Design keypad_scan_ctrl, sky130hd; sources not shown.
### Cell area per tile

Drawn at 2 px/µm. The die is cut into 12 by 12 equal tiles; black is low, pale yellow is high, 0 to 100% covered.
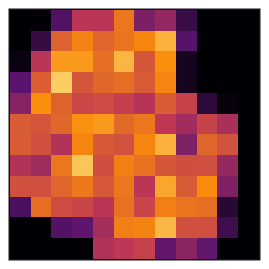
nearly empty tiles	21%
mean over tiles	43%
emptiest ninth of the die	top right
tiles over 75% full	9.0%
fullest tile	89%
Std-Cell Core Area: 14,600 µm²
Initial Utilization: 0.360
utilization after layout: 0.473

### Routed clock nets over the placement

Drawn at 4 px/µm.
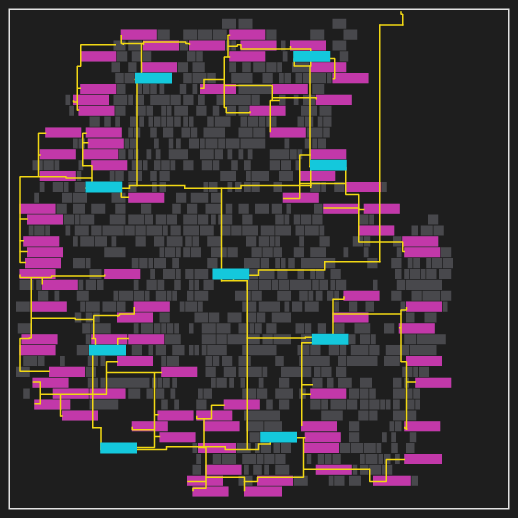
[magenta] flip-flops | count: 85
[yellow] clock wires | length: 1,150 µm
[cyan] cells driving clock nets | count: 9
routed clock nets	10
final setup skew: 10.3 ps
Power Clock: 1.10 mW

### A small window of the routed layout

Region (50, 50) to (75, 75) µm. Cells in grey, sequential cells in the stronger grey; small squares are vias.
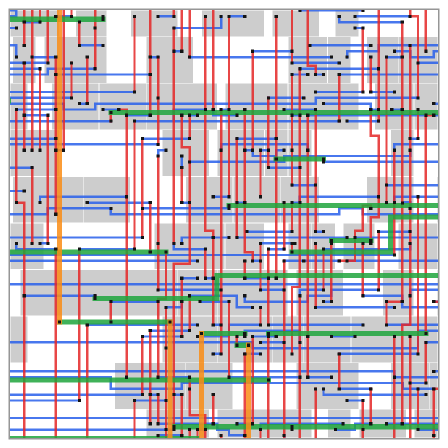
colour	layer
green	met3
blue	met1
orange	met4
red	met2
sequential cells in the window	0
cells with their middle in the window	55
most frequent	buf_4 (15), nand2_1 (4)

### Cell classes on the final placement

Drawn at 3 px/µm. Fill, decap, tap and diode cells in grey.
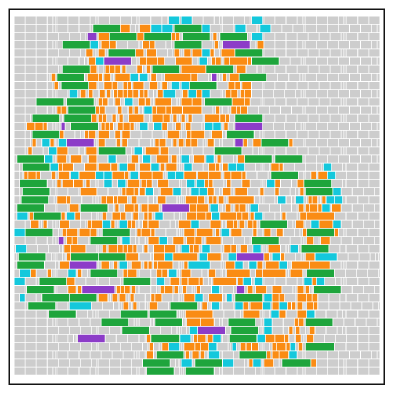
colour	class	cells
green	flip-flops	85
orange	all other logic	470
cyan	other buffers and delay cells	132
purple	clock drivers and dummy loads	16
share of the final layout cell area in sequential cells: 0.309
final standard cell area without fillers: 6900 µm²

==> impl.org <==
#+TITLE: Physical design notes

** Critical path
- Slowest library cell on the worst path :: sky130_fd_sc_hd__or4_4
- The cell family contributing the most delay on the critical path is simple AND/OR/NAND/NOR gates.
- Crit Path Max Fanout :: 7
- In this run the critical path is formed by inv_2, ha_4, or3_1, or4_4, nor4b_4, o2111a_1, and3_4, nor3_1, buf_4, o211a_4, or2_1, o31a_1.
- For flop-to-flop paths, the worst setup slack is -220 ps.
- Count of cell instances traversed by the critical path :: 12
- For the worst setup path, the data arrival time is 3470 ps.

** STA
- Setup violations remaining at the end of the flow were counted as 9.
- The routed design could run at a clock period as short as 3220 ps.
- Worst Setup Slack, final :: -223 ps
- Pins over their slew limit in the final report were tallied at 0.

** Final layout
- Post-layout instance count excluding filler cells :: 887
- Area of the multi-input gates :: roughly 3100 µm²
- For this run, the script counts the antenna cells in the layout as 0.
- Flop area :: ~2100 µm²

** Die
- In this run the core area contains 44 standard-cell rows.

** Pwr
- Part of the total power dissipated in combinational logic :: 0.045
- Combinational cells consume a total of 107 µW.
- Sequential group share of total power :: 0.490
- The power report lists cell-internal power as 1.83 mW.

** Synthesis
- Yosys attributes the largest share of cell area to sky130_fd_sc_hd__dfrtp_1, sky130_fd_sc_hd__nor2_1, sky130_fd_sc_hd__mux2i_1.
- Top_reg_cell synth :: sky130_fd_sc_hd__dfrtp_1
- By instance count, the leading cell after synthesis is sky130_fd_sc_hd__dfrtp_1.
- Asr flop ratio synth :: 1.00
- Main logic family after synthesis :: simple AND/OR/NAND/NOR gates
- Cell accounting for the most synthesized area :: sky130_fd_sc_hd__dfrtp_1
- Area share of and-or/or-and cells after synthesis :: 0.153
- Adder-cell area share of the yosys netlist :: 0.0300
- In the synthesized netlist, the number of instances is 580.
- Syn Nets :: around 600
- Mean Syn Cell Area :: 9.05 µm²

** Job
- Number of warnings the tools reported :: 33

** GRT
- Global-route met1 utilization :: 0.275
- For this run, global-route usage on met2 was measured as 0.355.
- Number of global-route vias before repair :: 5,040

** Clock network
- Looking at the worst setup and hold paths, the clock pins of their registers show a slew of 70 ps.
- TritonCTS built the clock tree.
- Clock buffers created by TritonCTS :: 9

** Detailed routing
- For this run, the detailed router reports a per-instance via density of roughly 5.5.
- Detailed-route wire length per cell :: 17.9 µm
- Met3 routed WL :: 805 µm
- Violation count after the first detailed-routing iteration :: between 300 and 400
- Summed over all nets, wire length on met2 after detailed routing comes to 7620 µm.
- The highest metal layer carrying signal wires in the routed design is met4.
- Before antenna repair, the detailed router went through 5 iterations.

** Placed design
- Counting tap cells, the placed design contains a total of 862 instances.
- Port Buffer Count :: 18

** Status
- The final reports fail on negative setup slack.
- The flow ran to the end, but the final reports show violations.

** Min path
- WHS Path Cells :: 0
[timing repair]
action | CTS | global route
pin swaps | 5 | 5
setup endpoints to repair | 10 | 24
buffers inserted | 5 | 5
resized | 14 | 23
[metrics by stage]
step | TNS (ps) | utilization
after CTS | -2080 | 0.467
after detailed placement | -2340 | 0.440
after global routing | -2570 | 0.473
after global placement | -2580 | 0.440
final | -1380 | 0.473
after floorplan | -90.9 | -
[layout make-up]
class | count | area share
clock buffers | 10 | 0.0332
clock inverters | 6 | 0.00925
inverters | 29 | 0.0160
multi-input cells | 441 | 0.444
flip-flops and latches | 85 | 0.309
well taps | 184 | 0.0334
repair buffers | 132 | 0.155
Power figures rest on the tool's default switching activity, not on a simulated workload.
